**I/O pins on the die edge**

(6 px per um) Pins as bars across the die edge, other pins in grey.
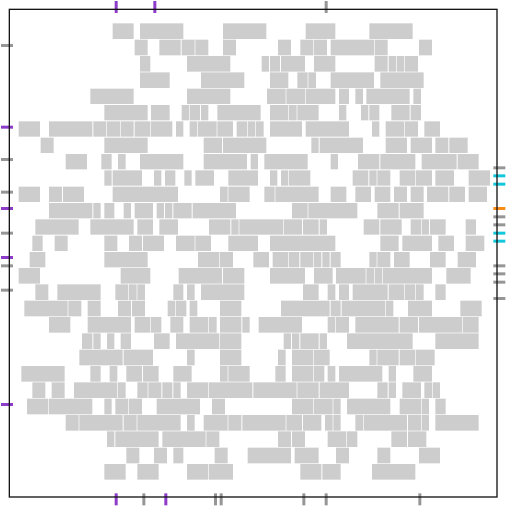
**Layout detail**

Window x 28 to 53, y 12 to 37 um. Cells in grey, sequential cells in the stronger grey; small squares are vias.
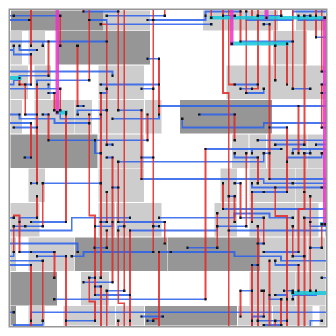
==> config.mk <==
export PLATFORM = sky130hd
export DESIGN_NAME = irq_controller
export DESIGN_NICKNAME = d
export VERILOG_FILES = /design/src/rtl/irq_pkg.sv /design/src/rtl/irq_src_sync.sv /design/src/rtl/irq_controller.sv
export SDC_FILE = /design/constraint.sdc
export NUM_CORES = 1
export LEC_CHECK = 0
export CAP_MARGIN = 15
export CORE_UTILIZATION = 45
export CTS_BUF_LIST = sky130_fd_sc_hd__clkbuf_8
export DETAILED_ROUTE_END_ITERATION = 10
export PLACE_DENSITY_LB_ADDON = 0.2
export SLEW_MARGIN = 30
export SYNTH_ARGS = -nofsm -noshare
export SYNTH_HDL_FRONTEND = slang
export SYNTH_SLANG_ARGS = --single-unit
==> constraint.sdc <==
create_clock -name clk -period 3.65 [get_ports clk]
set_input_delay 1.095 -clock clk [delete_from_list [all_inputs] [get_ports clk]]
set_output_delay 1.095 -clock clk [all_outputs]
set_load 0.02 [all_outputs]
==> results.py <==
# Synthesis and PnR figures
metrics = {
    "global_routing": {
        "grt_max_degree": 58,
        "track_usage": 0.212,
        "grt_overflow_total": 0,
        "antenna_found_initial": 0,
        "grt_pass1_vias": 2206,
    },
    "timing": {
        "tightest_slew_ps": 625,
        "min_period_over_period": 0.956,
        "min_period_ps": 3490,
        "grt_setup_unrepaired": "false",
        "hold_violations": 0,
        "final_max_slew_viol_count": 0,
        "fmax_ghz": 0.286,
        "timing.final.ws_setup_ps": 159,
        "setup_viol": 0,
    },
    "power": {
        "p_per_area_mw_per_mm2": 424,
        "p_comb_frac": 0.077,
        "p_switching_uw": 313,
        "p_clk_frac": 0.486,
        "p_total_uw": 1480,
        "p_sw_frac": 0.212,
        "seq_power_share": 0.438,
    },
    "placed_design": {
        "post-place-ws_ps": -508,
        "globalplace.congestion": 0.885,
        "placed_area_mm2": 0.00323,
    },
    "layout": {
        "flop_area_mm2": 0.00114,
        "synthToLayoutAreaGrowth_pct": 23.8,
        "final_area_mm2": 0.00348,
        "lay_top_count": "dfxtp_1",
        "fill_cells": 534,
        "mi_logic_area_mm2": 0.00157,
        "postLayoutCoreUtil": 0.581,
    },
    "cts": {
        "clk_pin_slew_worst_paths_ps": 70,
        "post_cts_buffers": 0,
        "numCtsBuffers": 9,
        "clock_sink_count": 57,
        "cts_htree_levels": 3,
        "cts_tree": "built",
        "clockBufferDepth": 2,
        "clk_latency_ps": 330,
    },
    "floorplanning": {
        "fp_util": 0.469,
        "row_count": 28,
        "chip_area_mm2": 0.00657,
        "core_mm2": 0.00599,
    },
    "synthesis": {
        "top_cells_by_area": "dfxtp_1, nand2_1, nor2b_1, mux2i_1, a21oi_1",
        "ys.flop_type": "dfxtp_1",
        "synth_area_leader_cell": "dfxtp_1",
        "yosys_warnings": 0,
        "ys_seq_frac": 0.406,
        "avgSynthCellArea_um2": 8.81,
        "synthCells": 319,
        "synth_stat.cells": 319,
        "synth.top_cell.area_share": 0.406,
        "ys_area_mm2": 0.00281,
        "syn_area_mm2": 0.00281,
    },
    "routing": {
        "routed_wirelength_mm": 6.41,
        "ant_nets": 0,
        "via_count": 2407,
        "first_iter_violations": 110,
        "dr.pass1.iters": 4,
        "viasPerCell": 5.52,
        "wl_per_cell_um": 14.7,
    },
    "critical_path": {
        "path_depth": 5,
        "crit_path_max_fanout": 4,
        "endpoint_kind": "primary output",
        "path_cells": "dlygate4sd2_1 > or3_4 > o22ai_1 > a31o_2 > clkdlybuf4s15_2",
        "critPathLaunchType": "input port",
        "slowest_delay_ps": 410,
        "cp_num_buf_inv": 2,
        "path_delay_family": "buffers and inverters",
    },
    "flow_run": {
        "tool_warnings": 26,
        "drv_cap": 0,
    },
    "status": {
        "status": "complete, no violations",
    },
    "min_path": {
        "whs_path_depth": 1,
    },
}
## Picture notes: 'I/O pins on the die edge'
port	colour	pins	direction	edge
rw	orange	1	input	right
addr	cyan	4	input	right
src	purple	8	input	4 left, 2 top, 2 bottom
Die H: 81.0 um
chip width: 81.0 um

## Picture notes: 'layout detail'
layer	colour
M3	cyan
M1	blue
M2	red
M4	magenta
sequential cells in the window	8
most frequent	mux2i_1 (10), nand2_1 (8), dfxtp_1 (8)
cells with their middle in the window	48

==> stage by stage <==
step           cells  setup TNS [ps]
2_1_floorplan    319               0
3_3_place_gp     420           -3340
3_5_place_dp     420           -3340
4_1_cts          436               0
5_1_grt          436               0
6_report         436               0
==> cells in the mapped netlist (3+ instances only) <==
master,number
nand2b_1,7
nor2_1,18
clkbuf_1,15
o221ai_1,6
or3_1,3
nor3b_1,4
a22oi_1,4
mux2i_1,19
dfxtp_1,57
a21boi_0,4
buf_2,4
nand2_1,56
xnor2_1,4
mux4_2,3
a21oi_1,22
a221o_1,4
nor2b_1,31
o22ai_1,9
xor2_1,5
a221oi_1,7
o21ai_0,3
==> power by group through the flow <==
stage          clock, uW  sequential (uW)  combinational (uW)
3_3_place_gp           0              660                 113
6_report             717              647                 113
5_1_grt              756              648                 124
4_1_cts              730              647                 113
2_1_floorplan          0              657                67.9
3_5_place_dp           0              660                 113
==> timing repair <==
action / CTS / global route
setup endpoints to repair: 8 / 0
gates resized: 39 / 0
hold buffers: 0 / 0
==> kinds of logic after synthesis <==
kind of cell	Yosys count	share of synthesized area
AOI/OAI and AO/OA	69	0.174
xor gates and xnor gates	9	0.0280
buffers and inverters	24	0.0405
DFF	57	0.406
muxes	23	0.0957
and+or+nand+nor	137	0.256
==> cell type report <==
cell class,count,area share
Clock buffer,10,0.0395
Clock inverter,6,0.0302
Inverter,2,0.00216
Multi-Input combinational cell,238,0.451
Sequential cell,57,0.328
Tap cell,75,0.0270
Timing Repair Buffer,48,0.122
==> per-layer routing <==
metal  vias up  wire length [um]  global-route usage
li1       1212                 -                   -
met1      1111              3000               0.270
met2        62              2860               0.322
met3        22               286              0.0404
met4         0               272               0.146
met5         -                 0                   0
Power and IR drop assume default switching activity.
